==> src/rtl/req_queue.sv <==
// Three client FIFOs feeding a 3-way arbiter; granted words leave on one registered, source-tagged channel.
// Optional macro REQ_QUEUE_LEVEL_EN adds the per-client occupancy output `level`.
module req_queue #(
    parameter int DW    = 8,
    parameter int DEPTH = 4
) (
    input  logic                                clk,
    input  logic                                res_n,
    input  logic [2:0]                          push,
    input  logic [3*DW-1:0]                     push_data,
    output logic [2:0]                          full,
    output logic [2:0]                          req,
    input  logic [2:0]                          grant,
    output logic                                out_valid,
    output logic [DW-1:0]                       out_data,
    output logic [2:0]                          out_src,
    output logic                                overflow,
    output logic                                grant_err
`ifdef REQ_QUEUE_LEVEL_EN
    ,
    output logic [3*($clog2(DEPTH)+1)-1:0]      level
`endif
);

    localparam int AW = $clog2(DEPTH);
    localparam logic [AW:0]   CNT_MAX = (AW+1)'(DEPTH);
    localparam logic [AW:0]   CNT_ONE = (AW+1)'(1);
    localparam logic [AW-1:0] PTR_ONE = AW'(1);

    logic [DW-1:0] mem [3][DEPTH];
    logic [AW-1:0] wptr [3];
    logic [AW-1:0] rptr [3];
    logic [AW:0]   cnt  [3];
    logic [2:0]    req_prev;

    logic          multi_grant;
    logic [2:0]    pop;
    logic [2:0]    wr;
    logic [2:0]    drop;
    logic [2:0]    stray_grant;
    logic [DW-1:0] pop_data;

    assign multi_grant = (grant & (grant - 3'd1)) != 3'd0;

    always_comb begin
        pop_data = '0;
        for (int i = 0; i < 3; i++) begin
            req[i]         = cnt[i] != '0;
            full[i]        = cnt[i] == CNT_MAX;
            pop[i]         = grant[i] & ~multi_grant & req[i];
            wr[i]          = push[i] & (~full[i] | pop[i]);
            drop[i]        = push[i] & full[i] & ~pop[i];
            // Holding grant for one cycle past the last word is normal arbiter behaviour.
            stray_grant[i] = grant[i] & ~req[i] & ~req_prev[i];
            if (pop[i]) begin
                pop_data = mem[i][rptr[i]];
            end
        end
    end

    always_ff @(posedge clk) begin
        for (int i = 0; i < 3; i++) begin
            if (wr[i]) begin
                mem[i][wptr[i]] <= push_data[i*DW +: DW];
            end
        end
    end

    always_ff @(posedge clk or negedge res_n) begin
        if (!res_n) begin
            for (int i = 0; i < 3; i++) begin
                wptr[i] <= '0;
                rptr[i] <= '0;
                cnt[i]  <= '0;
            end
            req_prev  <= '0;
            out_valid <= 1'b0;
            out_data  <= '0;
            out_src   <= '0;
            overflow  <= 1'b0;
            grant_err <= 1'b0;
        end else begin
            for (int i = 0; i < 3; i++) begin
                if (wr[i]) begin
                    wptr[i] <= wptr[i] + PTR_ONE;
                end
                if (pop[i]) begin
                    rptr[i] <= rptr[i] + PTR_ONE;
                end
                if (wr[i] && !pop[i]) begin
                    cnt[i] <= cnt[i] + CNT_ONE;
                end else if (pop[i] && !wr[i]) begin
                    cnt[i] <= cnt[i] - CNT_ONE;
                end
            end
            req_prev  <= req;
            out_valid <= pop != 3'd0;
            out_src   <= pop;
            if (pop != 3'd0) begin
                out_data <= pop_data;
            end
            if (drop != 3'd0) begin
                overflow <= 1'b1;
            end
            if (multi_grant || stray_grant != 3'd0) begin
                grant_err <= 1'b1;
            end
        end
    end

`ifdef REQ_QUEUE_LEVEL_EN
    always_comb begin
        level = '0;
        for (int i = 0; i < 3; i++) begin
            level[i*(AW+1) +: AW+1] = cnt[i];
        end
    end
`endif

endmodule

==> config.mk <==
export PLATFORM = sky130hd
export DESIGN_NAME = req_queue
export DESIGN_NICKNAME = d
export VERILOG_FILES = /design/src/rtl/req_queue.sv
export SDC_FILE = /design/constraint.sdc
export NUM_CORES = 1
export LEC_CHECK = 0
export CAP_MARGIN = 10
export CORE_MARGIN = 4
export CORE_UTILIZATION = 51
export DETAILED_ROUTE_END_ITERATION = 8
export PLACE_DENSITY = 0.75
export SLEW_MARGIN = 20
export SYNTH_ARGS = -nofsm -noshare
export SYNTH_HDL_FRONTEND = slang
export SYNTH_SLANG_ARGS = --single-unit
==> constraint.sdc <==
create_clock -name clk -period 2.1 [get_ports clk]
set_input_delay 0.315 -clock clk [delete_from_list [all_inputs] [get_ports clk]]
set_output_delay 0.315 -clock clk [all_outputs]
set_load 0.05 [all_outputs]
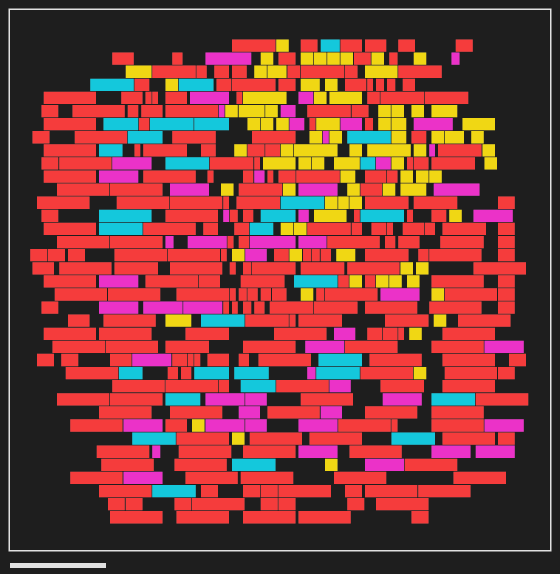
**Above:** run 1 (cells by drive strength).
Scale bar: 20 um.
color	size	cells
magenta	drive 2	53
cyan	drive 6 and up	31
red	drive 1 or less	267
yellow	drive 3 to 4	85

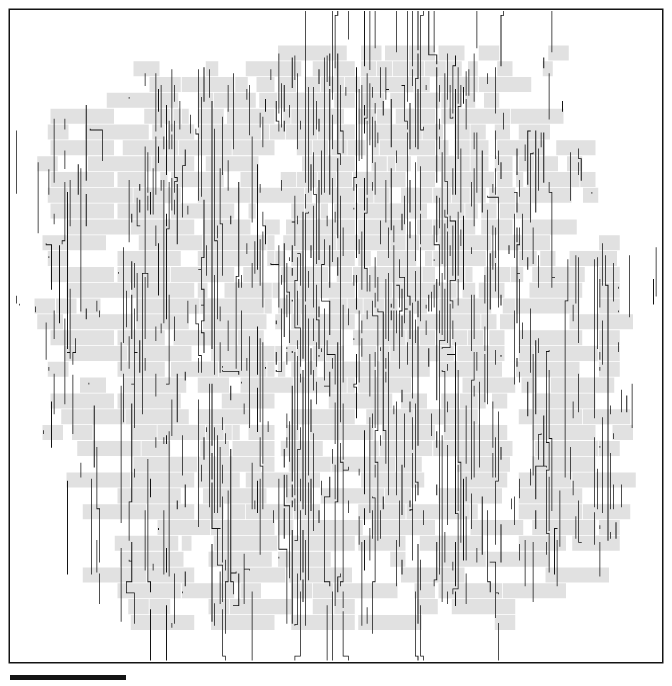
**Above:** run 1 (met2 routing).
Scale bar: 20 um. Cells faint in the background.
main direction	vertical
share of all routed wire	52%
nets with wire on the layer	428

==> results.cfg, run 1 <==
; implementation run metrics
[status]
status = finished, final reports clean

[logic_synthesis]
ys_types = 38
synth_area_leader_cell = edfxtp_1
ys_seq_share_pct = 69.4
async_flop_share_pct = 28.4
netlist_area_um2 = 5530
flop_cell = edfxtp_1
ys.warnings.count = 0
ys_chip_area_um2 = 5530
edf_count = 96
ys_cells = 304
synth_top_area_share_pct = 52.2
synth_area_per_cell_um2 = 18.2
top_cells_by_area = edfxtp_1, dfrtp_1, mux4_2, ha_1, xnor2_1
fp_nets = 354

[setup_path]
cp.arrival_ps = 2460
endpoint_kind = flop
slowest_stage = fa_2
worstPathRequired_ps = 2500
slowest_delay_ps = 410
cp_cell_sequence = buf_4 -> nor3b_4 -> nor2b_4 -> nor2b_2 -> ha_4 -> inv_2 -> fa_2 -> mux2_4

[clocking]
root_buffer = clkbuf_8
cts.sinks = 134
cts_buffer_depth = 2
clk_pin_slew_worst_paths_ps = 60
insertion_delay_ps = 510

[floorplan]
fp-utilization_pct = 53.1
die_width_um = 112
ios = 52
dieArea_um2 = 12600
rows = 37

[global_routing]
grt.total_usage_pct = 18.3
grt_pass1_wl_um = 17000
grt_max_degree = 21
grt_pass1_vias = 3196

[pwr]
ir_worst_vdd_v = 0.000856
total_power_w = 0.0105
p_leak_nw = 2.81

[routing]
avgRoutedWirePerCell_um = 18.9
vias = 3031
drt_pre_antenna_iters = 4
finalWirelength_um = 10800
drcViolationCount = 0

[layout]
mostFrequentLayoutCells = edfxtp_1, buf_4, clkdlybuf4s50_1
final.fill_count = 670
diodes = 0
final_design_area_no_fill_um2 = 7380
synthToLayoutAreaGrowth_pct = 33.6
fin_nets = 473
final_util_pct = 70.9

[place]
io_buffer_count = 51
place.gp.congestion = 0.744
place_area_um2 = 6660

[sta]
period_used_pct = 98.3
setup_viol = 0
period_minus_slack_ps = 2060
rsz0062_at_grt = true
setup_tns_ps = 0
finalHoldViolCount = 0
whs_ps = 248
slew_headroom_pct = 63.8
maxSlewViolCount = 0
clock.fmax_mhz = 485
finalClockSkew_ps = 4.10
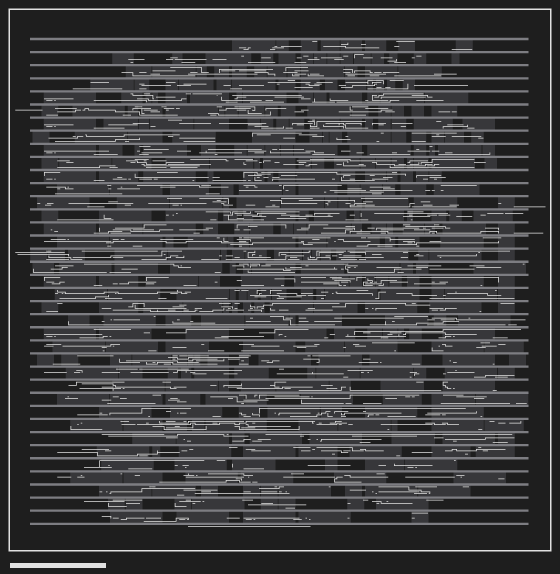
**Above:** run 1 (M1 wires).
Scale bar: 20 um. Supply wires on this layer in gray. Cells faint in the background.
wire length on this layer	4590 um
nets with wire on the layer	425
main direction	horizontal
share of all routed wire	43%
longest straight run	51.1 um

==> run 1: cell families after synthesis <==
logic type	share of synthesized area, %
muxes	11.2
adders and majority gates	4.48
xor gates and xnor gates	2.85
and+or+nand+nor	7.56
AOI/OAI and AO/OA	2.35
DFF	69.4
buffers and inverters	2.17
==> run 1: Yosys cell counts, drive strengths merged (2+ instances only) <==
cell and n:
nand2 15, mux4 24, nand4 7, or3 3
dfrtp 38, fa 3, xnor2 12, nor2 5
a21oi 2, ha 15, xor2 6, a22oi 8
mux2 6, edfxtp 96, inv 11, nand3 7
buf 11, nor2b 6, nor3b 8, and2 14
==> run 1: worst max-delay path: cells and delay by family, from the launching register on <==
| family | cells | cell delay (ps) |
|---|---|---|
| simple gates | 3 | 490 |
| fa+ha+maj | 2 | 570 |
| buf+inv | 2 | 220 |
| flops | 1 | 400 |
| mux | 1 | 270 |
==> run 1: report_power, final <==
part / switching, W / internal [W] / total (W) / leakage [nW]
combinational: 0.00184 / 0.00196 / 0.00381 / 1.24
clock: 0.00107 / 0.00162 / 0.00268 / 0.253
sequential: 0.000426 / 0.00359 / 0.00401 / 1.32
total: 0.00334 / 0.00717 / 0.0105 / 2.81
==> run 1: what timing repair did <==
action                                 4_1_cts  5_1_grt
setup buffers                                4        9
setup endpoints to repair                    2        7
resized                                      2       15
endpoints found under the hold margin       19        0
hold buffers                                 1        0
pin swaps                                    3       12
==> run 1: registers in the layout (all words and copies together), names as in the netlist, 3 cells and up <==
signal / count
cnt: 9
mem: 96
out_data: 8
out_src: 3
req_prev: 3
rptr: 6
wptr: 6
==> run 1: final timing paths <==
kind | start | to | slack, ps | cells after the start
min in group asynchronous | res_n | overflow | 310 | 2
min reg2reg | overflow | overflow | 480 | 2
max | cnt[4] | cnt[4] | 40 | 8
min | grant[2] | grant_err | 250 | 3
max in group asynchronous | res_n | cnt[0] | 1290 | 3
max reg2reg | cnt[4] | cnt[4] | 40 | 8
==> run 1: per-stage QoR <==
| step | setup slack [ps] | instances |
|---|---|---|
| after floorplan | -270 | 304 |
| after global placement | -488 | 526 |
| after detailed placement | -544 | 526 |
| after CTS | -31.8 | 563 |
| after global routing | -34.9 | 572 |
| final | 36.4 | 572 |
==> run 1: layout make-up <==
class                   instances  area (um2)  share of cell area, %
flip-flops and latches        134        3840                   52.0
multi-input cells             146        1690                   22.9
repair buffers                112        1080                   14.6
clock buffers                  19         442                   5.98
well taps                     136         170                   2.31
clock inverters                13         106                   1.44
inverters                      12        52.6                  0.712
==> run 1: layer usage <==
layer | up-vias | track usage [%] | routed length [um] | share of wire, %
met1 | 1560 | 24.0 | 4590 | 43
met4 | 0 | 6.33 | 155 | 1.4
met2 | 68 | 29.7 | 5590 | 52
met3 | 18 | 5.01 | 463 | 4.3
met5 | - | 0 | 0 | 0
li1 | 1385 | - | - | -
==> run 2, diff against run 1 <==
--- a/config.mk
+++ b/config.mk
@@ -8,6 +8,7 @@
 export CAP_MARGIN = 10
 export CORE_MARGIN = 4
 export CORE_UTILIZATION = 51
+export CTS_CLUSTER_DIAMETER = 60
 export DETAILED_ROUTE_END_ITERATION = 8
 export PLACE_DENSITY = 0.75
 export SLEW_MARGIN = 20
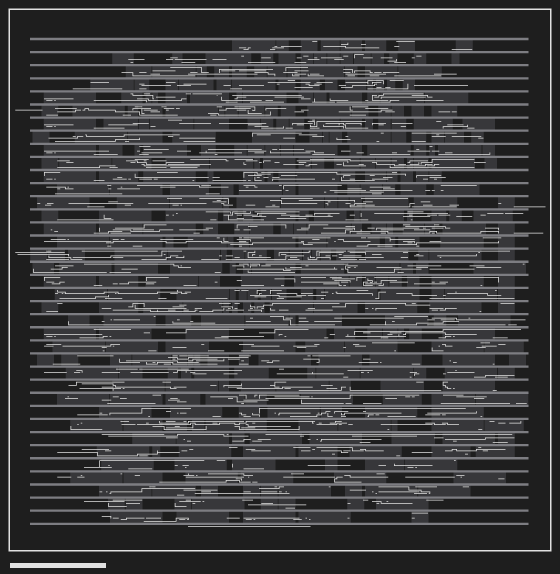
**Above:** run 2 (M1 wires).
Scale bar: 20 um. Supply wires on this layer in gray. Cells faint in the background.
longest straight run	51.1 um
share of all routed wire	43%
nets with wire on the layer	425
main direction	horizontal
wire length on this layer	4590 um

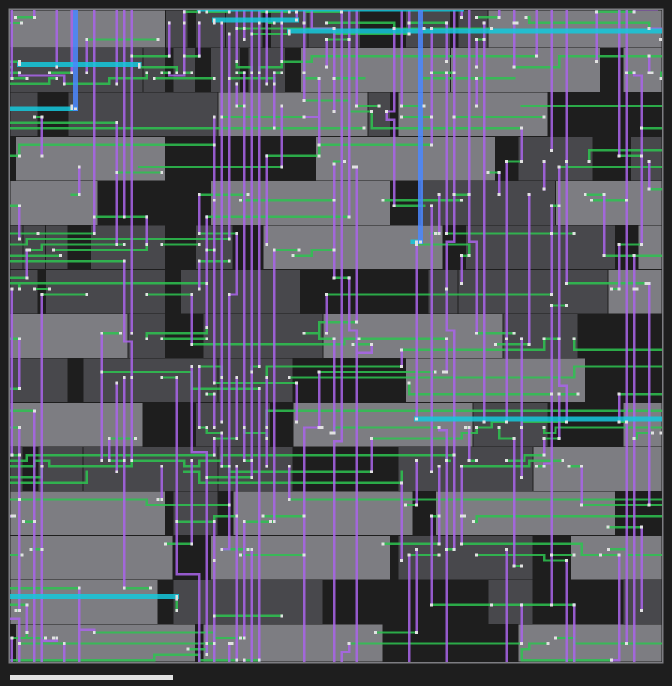
**Above:** run 2 (layout detail).
Scale bar: 10 um. Region (36, 14) to (76, 54) um. Cells in gray, sequential cells in the stronger gray; small squares are vias.
color	layer
purple	met2
cyan	met3
green	met1
blue	met4
netlist names of flops here include	`mem` (22), `out_data` (2), `rptr` (2)
cells with their middle in the window	70
most frequent	edfxtp_1 (22)
sequential cells in the window	28

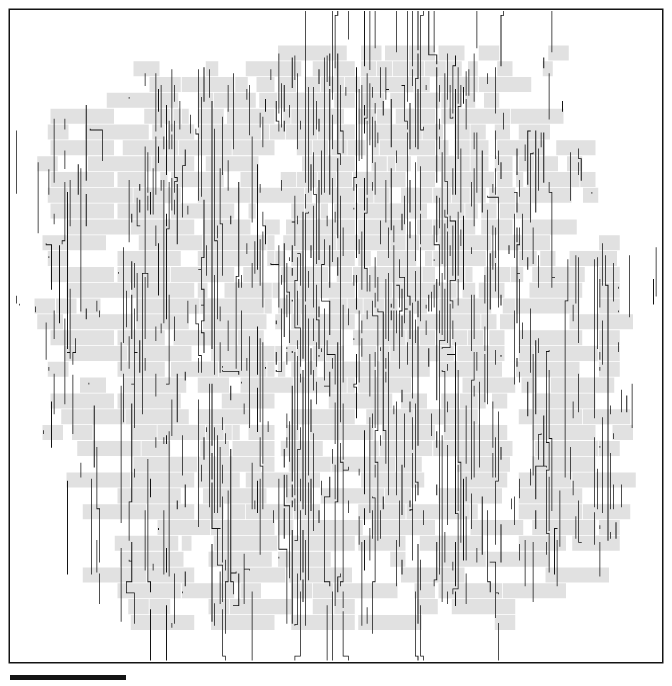
**Above:** run 2 (met2 routing).
Scale bar: 20 um. Cells faint in the background.
nets with wire on the layer	428
share of all routed wire	52%
main direction	vertical

==> results.cfg, run 2 <==
; implementation run metrics
[status]
status = finished, final reports clean

[floorplan]
die_width_um = 112
fp-utilization_pct = 53.1
dieArea_um2 = 12600

[logic_synthesis]
common_cells = edfxtp_1, dfrtp_1, mux4_2, ha_1, nand2_1
ys_cells = 304
synth.most_common_cell = edfxtp_1
ys_sh_simple_pct = 7.56
top_cells_by_area = edfxtp_1, dfrtp_1, mux4_2, ha_1, xnor2_1
synth_area_leader_cell = edfxtp_1
xor_area_share_pct = 2.85
synth_top_area_share_pct = 52.2
ys_sh_aoi_pct = 2.35
fp_nets = 354
synthAdderAreaFrac_pct = 4.48
logic_family = multiplexers
muxShareOfSynthArea_pct = 11.2

[clocking]
cts_buffer_depth = 2
insertion_delay_ps = 510

[layout]
mostFrequentLayoutCells = edfxtp_1, buf_4, clkdlybuf4s50_1
diodes = 0
synthToLayoutAreaGrowth_pct = 33.6
largest_reg_flops = 96

[sta]
finalHoldViolCount = 0
rsz0062_at_grt = true
period_minus_slack_ps = 2060
clock.fmax_mhz = 485
setup_viol = 0
timing.final.ws_setup_ps = 36.4
setup_tns_ps = 0

[pwr]
p_sw_w = 0.00334
power_frac_seq_pct = 38.2
combinationalPowerShare_pct = 36.3

[global_routing]
grt_pass1_vias = 3196
grt_max_degree = 21
grt_pass1_wl_um = 17000

[setup_path]
cp.arrival_ps = 2460
endpoint_kind = flop

[place]
pre_cts_ws_ps = -544

[routing]
avgRoutedWirePerCell_um = 18.9
drt_pre_antenna_iters = 4
drcViolationCount = 0
run 2: repair_timing:
item                                    4_1_cts  5_1_grt
pin swaps                                     3       12
setup buffers                                 4        9
hold buffers                                  1        0
gates resized                                 2       15
endpoints found under the setup margin        2        7
endpoints found under the hold margin        19        0
run 2: cells by family after synthesis:
logic type                 Yosys count
buffers and inverters               24
AOI/OAI and AO/OA                   14
adders and majority gates           18
and+or+nand+nor                     66
DFF                                134
muxes                               30
xor gates and xnor gates            18
run 2: routing by layer:
metal,wire [um],GRT usage [%],vias up
met5,0,0,-
met4,155,6.33,0
met3,463,5.01,18
met2,5590,29.7,68
met1,4590,24.0,1560
li1,-,-,1385
run 2: stage by stage:
stage / std cells / util [%] / area [um2] / total power, W
5_1_grt: 572 / 70.9 / 7380 / 0.0110
6_report: 572 / 70.9 / 7380 / 0.0105
2_1_floorplan: 304 / - / 5620 / 0.00627
3_3_place_gp: 526 / 64.0 / 6660 / 0.00749
4_1_cts: 563 / 69.7 / 7260 / 0.0104
3_5_place_dp: 526 / 64.0 / 6660 / 0.00764
run 2: final cells by class:
class | instances | area, um2
clock buffers | 19 | 442
clock inverters | 13 | 106
fillers | 670 | 3040
inverters | 12 | 52.6
multi-input cells | 146 | 1690
flip-flops and latches | 134 | 3840
well taps | 136 | 170
repair buffers | 112 | 1080
run 2: power groups by stage:
stage,clock (W),sequential [W],combinational (W)
after floorplan,0,0.00419,0.00208
after global placement,0,0.00404,0.00345
after detailed placement,0,0.00409,0.00355
after CTS,0.00273,0.00403,0.00366
after global routing,0.00286,0.00408,0.00410
final,0.00268,0.00401,0.00381
run 2: worst max-delay path, stage by stage, from the launching register on:
cell and delay, ps:
dfrtp_1 400, buf_4 170, nor3b_4 230, nor2b_4 190, nor2b_2 70, ha_4 160
inv_2 50, fa_2 410, mux2_4 270
run 2: worst paths after layout:
check	depth (start not counted)	slack, ps	endpoint	startpoint
min in group asynchronous	2	310	overflow	res_n
min reg2reg	2	480	overflow	overflow
max	8	40	cnt[4]	cnt[4]
max reg2reg	8	40	cnt[4]	cnt[4]
max in group asynchronous	3	1290	cnt[0]	res_n
min	3	250	grant_err	grant[2]
Power is estimated from default activity; no workload was simulated.
